### src/rtl/nes_bus_pkg.sv
// Shared NES bus address map and the sprite-DMA state encoding.
package nes_bus_pkg;

  localparam logic [15:0] NES_PPU_REG_BASE  = 16'h2000;
  localparam logic [15:0] NES_APU_REG_BASE  = 16'h4000;
  localparam logic [15:0] NES_OAM_DATA_ADDR = NES_PPU_REG_BASE + 16'h0004;
  localparam logic [15:0] NES_DMA_REG_ADDR  = NES_APU_REG_BASE + 16'h0014;

  typedef logic [2:0] dma_state_t;

  localparam dma_state_t ST_IDLE  = 3'd0;
  localparam dma_state_t ST_HALT  = 3'd1;
  localparam dma_state_t ST_ALIGN = 3'd2;
  localparam dma_state_t ST_READ  = 3'd3;
  localparam dma_state_t ST_WRITE = 3'd4;

endpackage

### src/rtl/oam_dma_ctrl.sv
// Sprite-DMA engine: halts the CPU and copies one page into PPU OAM, otherwise passes the
// CPU bus straight through to memory.
module oam_dma_ctrl
  import nes_bus_pkg::*;
#(
  parameter logic [15:0] DMA_REG_ADDR  = NES_DMA_REG_ADDR,
  parameter logic [15:0] OAM_DATA_ADDR = NES_OAM_DATA_ADDR,
  parameter int unsigned XFER_LEN      = 256
) (
  input  logic        clk_ph1,
  input  logic        rst,
  input  logic [15:0] cpu_addr,
  input  logic [7:0]  cpu_dout,
  input  logic        cpu_r_nw,
  input  logic [7:0]  mem_din,
  output logic [15:0] mem_addr,
  output logic [7:0]  mem_dout,
  output logic        mem_r_nw,
  output logic        cpu_rdy,
  output logic        dma_active
);

  localparam logic [7:0] LAST_IDX = 8'(XFER_LEN - 1);

  dma_state_t r_state;
  dma_state_t w_state_nxt;
  logic [7:0] r_page;
  logic [7:0] r_idx;
  logic [7:0] r_data_latch;
  logic       r_parity;
  logic       w_trigger;
  logic       w_last;

  assign w_trigger = (r_state == ST_IDLE) && !cpu_r_nw && (cpu_addr == DMA_REG_ADDR);
  assign w_last    = (r_idx == LAST_IDX);

  always_comb begin
    w_state_nxt = r_state;
    unique case (r_state)
      ST_IDLE:  if (w_trigger) w_state_nxt = ST_HALT;
      // An odd HALT lets READ fall straight onto the next (even) cycle.
      ST_HALT:  w_state_nxt = r_parity ? ST_READ : ST_ALIGN;
      ST_ALIGN: w_state_nxt = ST_READ;
      ST_READ:  w_state_nxt = ST_WRITE;
      ST_WRITE: w_state_nxt = w_last ? ST_IDLE : ST_READ;
      default:  w_state_nxt = ST_IDLE;
    endcase
  end

  always_ff @(posedge clk_ph1 or negedge rst) begin
    if (!rst) begin
      r_state      <= ST_IDLE;
      r_page       <= 8'h00;
      r_idx        <= 8'h00;
      r_data_latch <= 8'h00;
      r_parity     <= 1'b0;
    end else begin
      r_parity <= ~r_parity;
      r_state  <= w_state_nxt;
      if (w_trigger) begin
        r_page <= cpu_dout;
        r_idx  <= 8'h00;
      end
      if (r_state == ST_READ) r_data_latch <= mem_din;
      if ((r_state == ST_WRITE) && !w_last) r_idx <= r_idx + 8'h01;
    end
  end

  always_comb begin
    mem_addr   = cpu_addr;
    mem_dout   = cpu_dout;
    mem_r_nw   = cpu_r_nw;
    cpu_rdy    = 1'b1;
    dma_active = 1'b0;
    unique case (r_state)
      ST_HALT, ST_ALIGN: begin
        mem_addr   = {r_page, 8'h00};
        mem_dout   = r_data_latch;
        mem_r_nw   = 1'b1;
        cpu_rdy    = 1'b0;
        dma_active = 1'b1;
      end
      ST_READ: begin
        mem_addr   = {r_page, r_idx};
        mem_dout   = r_data_latch;
        mem_r_nw   = 1'b1;
        cpu_rdy    = 1'b0;
        dma_active = 1'b1;
      end
      ST_WRITE: begin
        mem_addr   = OAM_DATA_ADDR;
        mem_dout   = r_data_latch;
        mem_r_nw   = 1'b0;
        cpu_rdy    = 1'b0;
        dma_active = 1'b1;
      end
      default: ;
    endcase
  end

endmodule

### config.mk
export PLATFORM = sky130hd
export DESIGN_NAME = oam_dma_ctrl
export DESIGN_NICKNAME = d
export VERILOG_FILES = /design/src/rtl/nes_bus_pkg.sv /design/src/rtl/oam_dma_ctrl.sv
export SDC_FILE = /design/constraint.sdc
export NUM_CORES = 1
export LEC_CHECK = 0
export CORE_MARGIN = 5
export CORE_UTILIZATION = 48
export CTS_BUF_LIST = sky130_fd_sc_hd__clkbuf_16
export CTS_CLUSTER_DIAMETER = 100
export CTS_CLUSTER_SIZE = 20
export DETAILED_ROUTE_END_ITERATION = 12
export PLACE_DENSITY_LB_ADDON = 0.2
export SLEW_MARGIN = 20
export SYNTH_ARGS = -nofsm -noshare
export SYNTH_HDL_FRONTEND = slang
export SYNTH_SLANG_ARGS = --single-unit
export TNS_END_PERCENT = 10
### constraint.sdc
create_clock -name clk_ph1 -period 4.49 [get_ports clk_ph1]
set_input_delay 1.1225 -clock clk_ph1 [delete_from_list [all_inputs] [get_ports clk_ph1]]
set_output_delay 1.1225 -clock clk_ph1 [all_outputs]
set_load 0.01 [all_outputs]
==> impl_metrics.yaml <==
# generated from flow reports
clocking:
  cts_resized: 0
  cts.sink_count: 28
  cts_root_buffer: "clkbuf_16"
  hold_buffers: 0
  clock_tree.htree_level_count: 1
  worstSkewPairLatency_ns: 0.27
  cts_made_buffers: 3
  cts_tree: "done"
yosys:
  ys_area_sq_um: 1712
  async_reset_ff_share_pct: 100.0
  yosysTopAreaCell: "dfrtp_1"
  ys.flops: 28
  netlist_instances: 174
  avgSynthCellArea_sq_um: 9.837
  ys_warn_count: 0
  ys_cells: 174
  postSynthSeqShare_pct: 40.94
  area_leaders: "dfrtp_1 (41%), mux2_2 (11%), nand2_1 (8.8%), mux2i_1 (4.1%), a22o_1 (3.6%)"
  synthFlopType: "dfrtp_1"
  yosysUniqueCellTypes: 39
  ys_top_cells_by_count: "nand2_1 (40), dfrtp_1 (28), mux2_2 (16)"
  synth_nets: 210
  edf_count: 0
  synth_area_sq_um: 1712
  top_cell_area_share_pct: 40.94
worst_setup_path:
  critPathSlowestCell: "nor2_2"
  critical_path_class: "reg -> out"
  arrival_ns: 2.64
  cp_max_fo: 26
  slowest_delay_ns: 0.83
  reg2reg_to: "r_page[4]"
  cp_cell_sequence: "nor2_2 > a22o_1 > clkdlybuf4s50_1"
  ff2ff_setup_slack_ns: 2.21
  r2r_cells: 4
  critPathTopFamily: "simple AND/OR/NAND/NOR gates"
  end_kind: "output port"
  reg2reg_from: "r_state[2]"
final_timing:
  max_freq_mhz: 265.9
  finalClockSkew_ns: 0.001642
  hold_viol: 0
  fin_crit_ns: 3.761
  tightest_slew_ns: 0.9922
  tns_ns: 0
  maxSlewHeadroom_pct: 33.85
  slew_violations: 0
  rsz0062_at_grt: "false"
  min_period_over_period_pct: 83.76
  hold_slack_ns: 0.4201
final_layout:
  fin_nets: 269
  drive_above_1_share_pct: 16.38
  syn_to_final_growth_pct: 43.27
  fin_area_sq_um: 2452
status:
  run_status: "completed"
grt:
  grt_max_degree: 29
  gr-total-overflow: 0
  grt_first_pass_wirelength_mm: 8.004
min_path:
  min_path_cells: 1
  hold_path_end: "r_parity"
power_and_ir_drop:
  leakage_nw: 1.118
  power_mw: 0.5885
  vdd_drop_max_uv: 190.0
  powerDensity_nw_per_um2: 240.0
die:
  die-area_sq_um: 4860
  io_pins: 62
  core_sq_um: 3390
  fp.dieH_microns: 69.72
  rows: 21
  fp.dieW_microns: 69.72
  fp-utilization_pct: 50.50
drt:
  drc: 0
  vias_per_cell: 5.554
  drtIter0Drc: 106
  ant_nets: 0
job:
  cap_violations: 0
  warnings: 26
place:
  place.gp.congestion: 0.7435
  io_buffer_count: 61
  place_area_sq_um: 2347
  place_hpwl_mm: 3.356
flip-flops by register name (all words and copies together) (netlist names):
register	count
r_data_latch	8
r_idx	8
r_page	8
r_state	3
r_parity	1
cell usage in the layout (no fill, tap or decap), drive strengths merged, types with 2 or more instances in the layout:
cell type and count:
clkdlybuf4s50 61, nor3 4, buf 2, mux2i 7, mux2 16, xnor2 3, nand3 4, nor2 6
or3 3, inv 3, a22o 7, o22ai 7, a31o 4, o211ai 2, clkbuf 3, nand2 40
o21ai 9, nor3b 2, nand4 2, a21oi 5, dfrtp 28, a311o 2, nor4b 2
worst max-delay path by stage:
stage                            from  cells after the start            to  slack, ns
after floorplan            r_state[1]                      5  mem_addr[13]       1.84
after global placement    cpu_addr[8]                      4   mem_addr[8]       0.85
after detailed placement  cpu_addr[8]                      4   mem_addr[8]       0.85
after CTS                  r_state[2]                      3   mem_addr[4]       0.73
after global routing       r_state[2]                      3   mem_addr[4]       0.57
final                      r_state[2]                      3   mem_addr[1]       0.73
per-layer routing:
metal | wire length [microns] | global-route usage [%] | vias up
li1 | - | - | 748
met1 | 2088 | 27.47 | 735
met2 | 2238 | 32.52 | 56
met3 | 269 | 4.203 | 5
met4 | 52 | 6.383 | 0
met5 | 0 | 0 | -
where the power goes:
part           internal, mW  switching, mW
combinational        0.0400         0.0240
clock                 0.178         0.0891
sequential            0.256        0.00193
cell families (layout without fill, tap and decap cells):
logic type                 count (synthesis)  count (layout)  synth area share [%]
xor gates and xnor gates                   3               3                 2.632
adders and majority gates                  1               1                0.7309
AOI/OAI and AO/OA                         39              39                 16.74
muxes                                     23              23                 14.62
DFF                                       28              28                 40.94
buffers and inverters                     12              70                 3.435
and+or+nand+nor                           68              68                 20.91
metrics by stage:
stage               setup slack [ns]  std cells
floorplan                      1.837        174
finish                        0.7292        278
global route                  0.5696        278
detailed placement            0.8468        274
global placement              0.8454        274
CTS                           0.7339        278
area by class of cell:
type	instances	area, sq um
Timing Repair Buffer	63	625.6
Multi-Input combinational cell	134	952.2
Sequential cell	28	700.7
Tap cell	46	57.56
Inverter	3	11.26
Fill cell	238	937.1
Clock inverter	1	30.03
Clock buffer	3	75.07
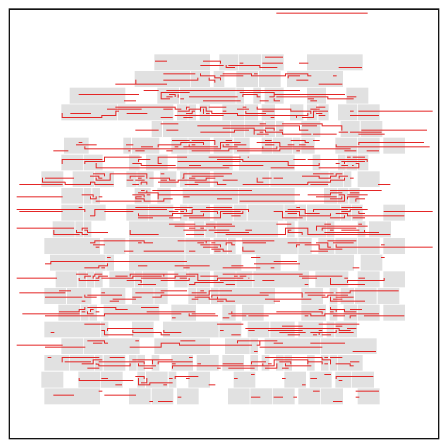
*Metal 1*
Cells faint in the background.
wire length on this layer	2090 microns
main direction	horizontal
share of all routed wire	45%
nets with wire on the layer	246
longest straight run	23.0 microns
WL final: 4.648 mm
vias: 1544
GRT met1 Usage: 27.47%

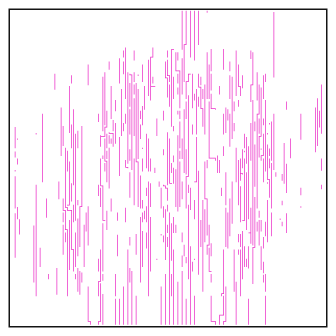
*Metal 2*
main direction	vertical
longest straight run	32.0 microns
wire length on this layer	2240 microns

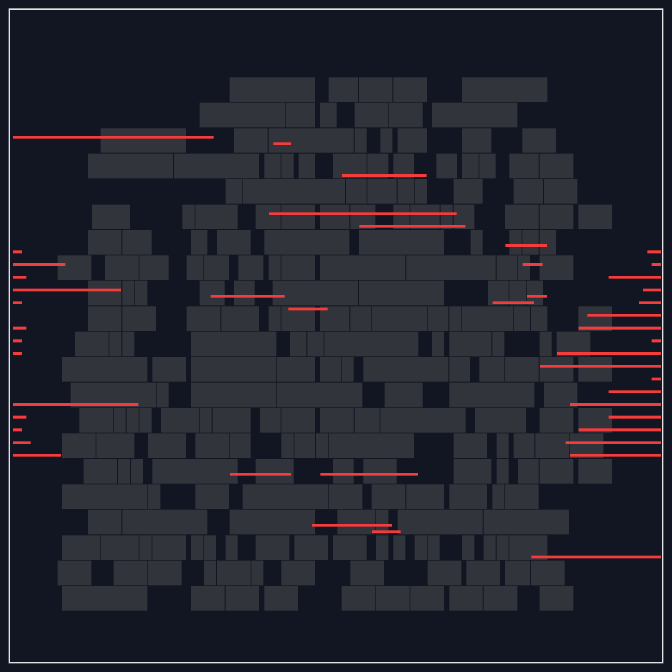
*The metal 3 layer*
Cells faint in the background.
main direction	horizontal
nets with wire on the layer	43
GRT met3 Usage: 4.203%

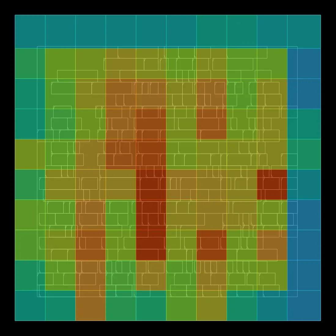
*Routing congestion*
met2 Resource Use GR: 32.52%
GR peak layer: met2
Tot GR Track Use: 20.29%
Core Util, Final: 72.35%
WL/cell: 16.72 microns

No activity file was given, so power comes from the tool's default toggle rates.
